==> config.mk <==
export PLATFORM = sky130hd
export DESIGN_NAME = laby7_adder_arbiter
export DESIGN_NICKNAME = d
export VERILOG_FILES = /design/src/rtl/laby7_adder_arbiter.sv
export SDC_FILE = /design/constraint.sdc
export NUM_CORES = 1
export LEC_CHECK = 0
export CORE_MARGIN = 3
export CORE_UTILIZATION = 44
export DETAILED_ROUTE_END_ITERATION = 8
export PLACE_DENSITY_LB_ADDON = 0.1
export SETUP_SLACK_MARGIN = 0.4
export SLEW_MARGIN = 0
export SYNTH_ARGS = -nofsm -noshare
export SYNTH_HDL_FRONTEND = slang
export SYNTH_SLANG_ARGS = --single-unit
==> constraint.sdc <==
create_clock -name clk -period 2.05 [get_ports clk]
set_clock_uncertainty 0.15 [all_clocks]
set_input_delay 0.41 -clock clk [delete_from_list [all_inputs] [get_ports clk]]
set_output_delay 0.41 -clock clk [all_outputs]
set_load 0.1 [all_outputs]
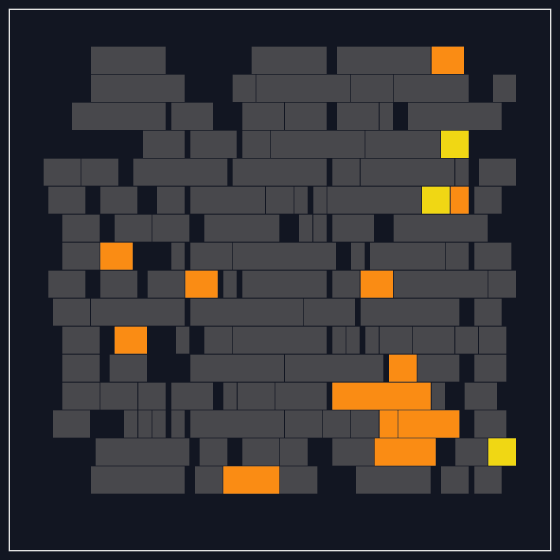
**Above:** selected gate families.
- aoi and oai cells: orange (cells 12)
- non-inverting ao/oa cells: yellow (cells 3)
logic share of the area: 29.10%
final cell count without fillers: 158

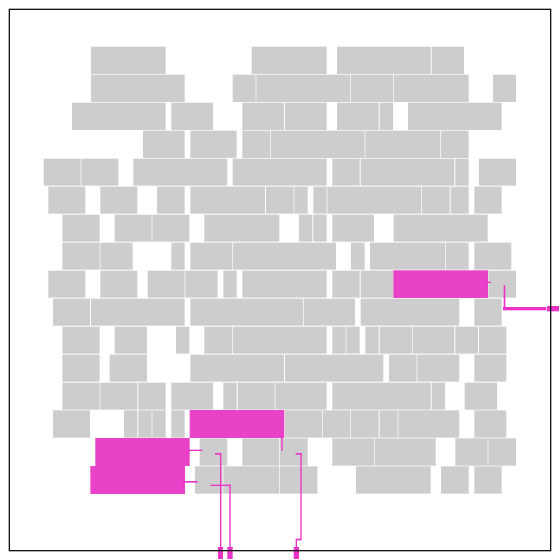
**Above:** wires at chosen ports, followed through buffers.
- gnt: magenta (bits 4; direction output; edge 3 bottom, 1 right; end cells 4; buffers 4; wire 39.6 microns)
I/O pins: 33
I/O Buffers: 32

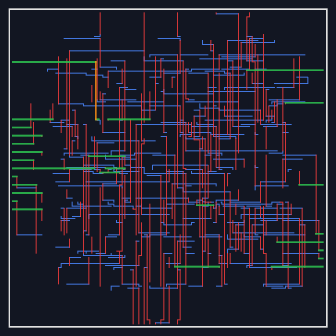
**Above:** routed metal, one colour a layer.
- metal 4: orange (wire length 9.50 microns)
- metal 3: green (wire length 140 microns)
- metal 2: red (wire length 1260 microns)
- metal 1: blue (wire length 924 microns)
total track usage: 18.18%
Final Routed Wirelength: 2.327 mm

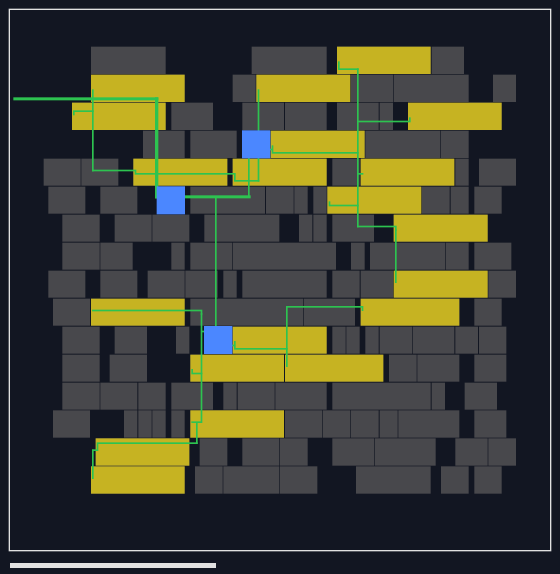
**Above:** clock network drawn from the DEF.
Scale bar: 20 microns.
- flip-flops: yellow (count 20)
- clock wires: green (length 195 microns)
- clock drivers: blue (count 3)
- routed clock nets: 4
Clk network pwr share: 10.0%
Clock Power: 314 uW
Late-Pin Clk Latency: 0.30 ns

==> impl_metrics.ini <==
; physical design summary
[status]
status = complete, no violations

[synth]
fp_nets = 106
ys_cells = 81
synth_flops = 20
synth_seq_share_pct = 52.89
yosys_warnings = 0
top_area_cell = dfrtp_1
syn_area_sq_um = 950.9

[power]
power_density_nw_per_um2 = 1941
ir_drop_mv = 1.364
leakage_uw = 0.0007486
fin_total_pwr_uw = 3156

[cells_and_area]
area_growth_pct = 70.92
nFillCells = 113
utilization_pct = 81.19

[clock_tree]
cts_tree = done
numCtsBuffers = 3
cts_root_buf = clkbuf_4
htree_levels = 1

[sta]
maxSlewHeadroom_pct = 66.77
hold_viol = 0
tns_ns = 0
maxSlewViolCount = 0
post-route-min-period_ns = 1.909

[setup_path]
ff2ff_path_depth = 7
path_cells = or2b_4, o21ai_4, a221oi_4, buf_4, buf_12, mux2i_1, o221ai_1
regToRegSetupSlack_ns = 0.14
worstPathBufferInverterCount = 2
critical_path.slowest_cell = dfstp_2
cp-end-kind = flop
critical_path_arrival_ns = 1.93
critPathMaxStageDelay_ns = 0.56
critPathTopFamily = flip-flops
cp_num_cells = 7

[grt]
grt_antenna_before_repair = 0
grt_pass1_vias = 786

[run]
maxCapViolCount = 0

[die]
row_count = 16
die_y_microns = 52.49

[hold_path]
hp-class = primary input to async pin

[drt]
routed_via_density = 5.184
[final cells by class]
| type | count | area (sq um) | area share, % |
|---|---|---|---|
| clock inverters | 1 | 30.03 | 1.848 |
| clock buffers | 3 | 22.52 | 1.386 |
| well taps | 27 | 33.78 | 2.079 |
| inverters | 3 | 11.26 | 0.6928 |
| multi-input cells | 54 | 473.0 | 29.10 |
| flip-flops and latches | 20 | 503.0 | 30.95 |
| repair buffers | 50 | 551.8 | 33.95 |
[where the power goes]
| group | internal (uW) | leakage (uW) | total [uW] | switching (uW) |
|---|---|---|---|---|
| combinational | 926 | 0.000477 | 2080 | 1160 |
| clock | 198 | 0.0000279 | 314 | 117 |
| sequential | 600 | 0.000244 | 759 | 159 |
| total | 1720 | 0.000749 | 3160 | 1430 |
[repair_timing]
action,4_1_cts,5_1_grt
pin swaps,3,5
setup buffers,5,4
resized,10,14
cloned,1,0
hold buffers,0,0
endpoints found under the setup margin,12,12
[cells in the final DEF (no fill, tap or decap), drive strengths merged]
| cell | synthesis | routed |
|---|---|---|
| dlygate4sd2 | 0 | 4 |
| bufinv | 0 | 1 |
| dfrtp | 18 | 18 |
| buf | 2 | 28 |
| nor4 | 1 | 1 |
| o21ai | 3 | 3 |
| or3 | 1 | 1 |
| nand2 | 9 | 9 |
| a21oi | 3 | 3 |
| a221oi | 1 | 1 |
| o221ai | 4 | 4 |
| mux2 | 5 | 5 |
| mux2i | 8 | 8 |
| dfstp | 2 | 2 |
| o211ai | 1 | 1 |
| ha | 1 | 1 |
| a21o | 1 | 1 |
| nor2 | 8 | 8 |
| clkbuf | 2 | 3 |
| nor2b | 1 | 1 |
| inv | 3 | 3 |
| clkdlybuf4s50 | 0 | 18 |
| fa | 1 | 1 |
| nand2b | 2 | 2 |
| or2b | 2 | 2 |
| o21a | 2 | 2 |
[metrics by stage]
| stage | worst slack (ns) | cell area [sq um] |
|---|---|---|
| finish | 0.1412 | 1625 |
| global route | 0.06471 | 1625 |
| CTS | 0.1561 | 1536 |
| detailed placement | -0.4195 | 1390 |
| global placement | -0.3465 | 1390 |
| floorplan | 0.1963 | 953.4 |
[metal layers]
metal	share of wire [%]	track usage (%)	up-vias
met2	54	32.44	34
met5	0	0	-
met1	40	19.49	397
li1	-	-	386
met3	6.0	4.843	2
met4	0.39	8.936	0
[Yosys cell counts (all sizes together)]
cell,instances
dfrtp,18
nand2,9
mux2i,8
nor2,8
mux2,5
o221ai,4
a21oi,3
inv,3
o21ai,3
buf,2
clkbuf,2
dfstp,2
nand2b,2
o21a,2
or2b,2
a21o,1
a221oi,1
fa,1
ha,1
nor2b,1
nor4,1
o211ai,1
or3,1
[worst register-to-register path, delay by kind of cell (launching register included)]
kind | cells | cell delay [ns]
buf+inv | 2 | 0.28
simple gates | 1 | 0.13
compound gates | 3 | 0.46
flops | 1 | 0.56
mux | 1 | 0.21
[cells by family after synthesis]
family,count (synthesis),share of synthesized area (%)
buf+inv,7,4.078
mux,13,14.34
compound gates,15,13.16
fa+ha+maj,2,3.421
simple gates,24,12.11
flops,20,52.89
Power is estimated from default activity; no workload was simulated.
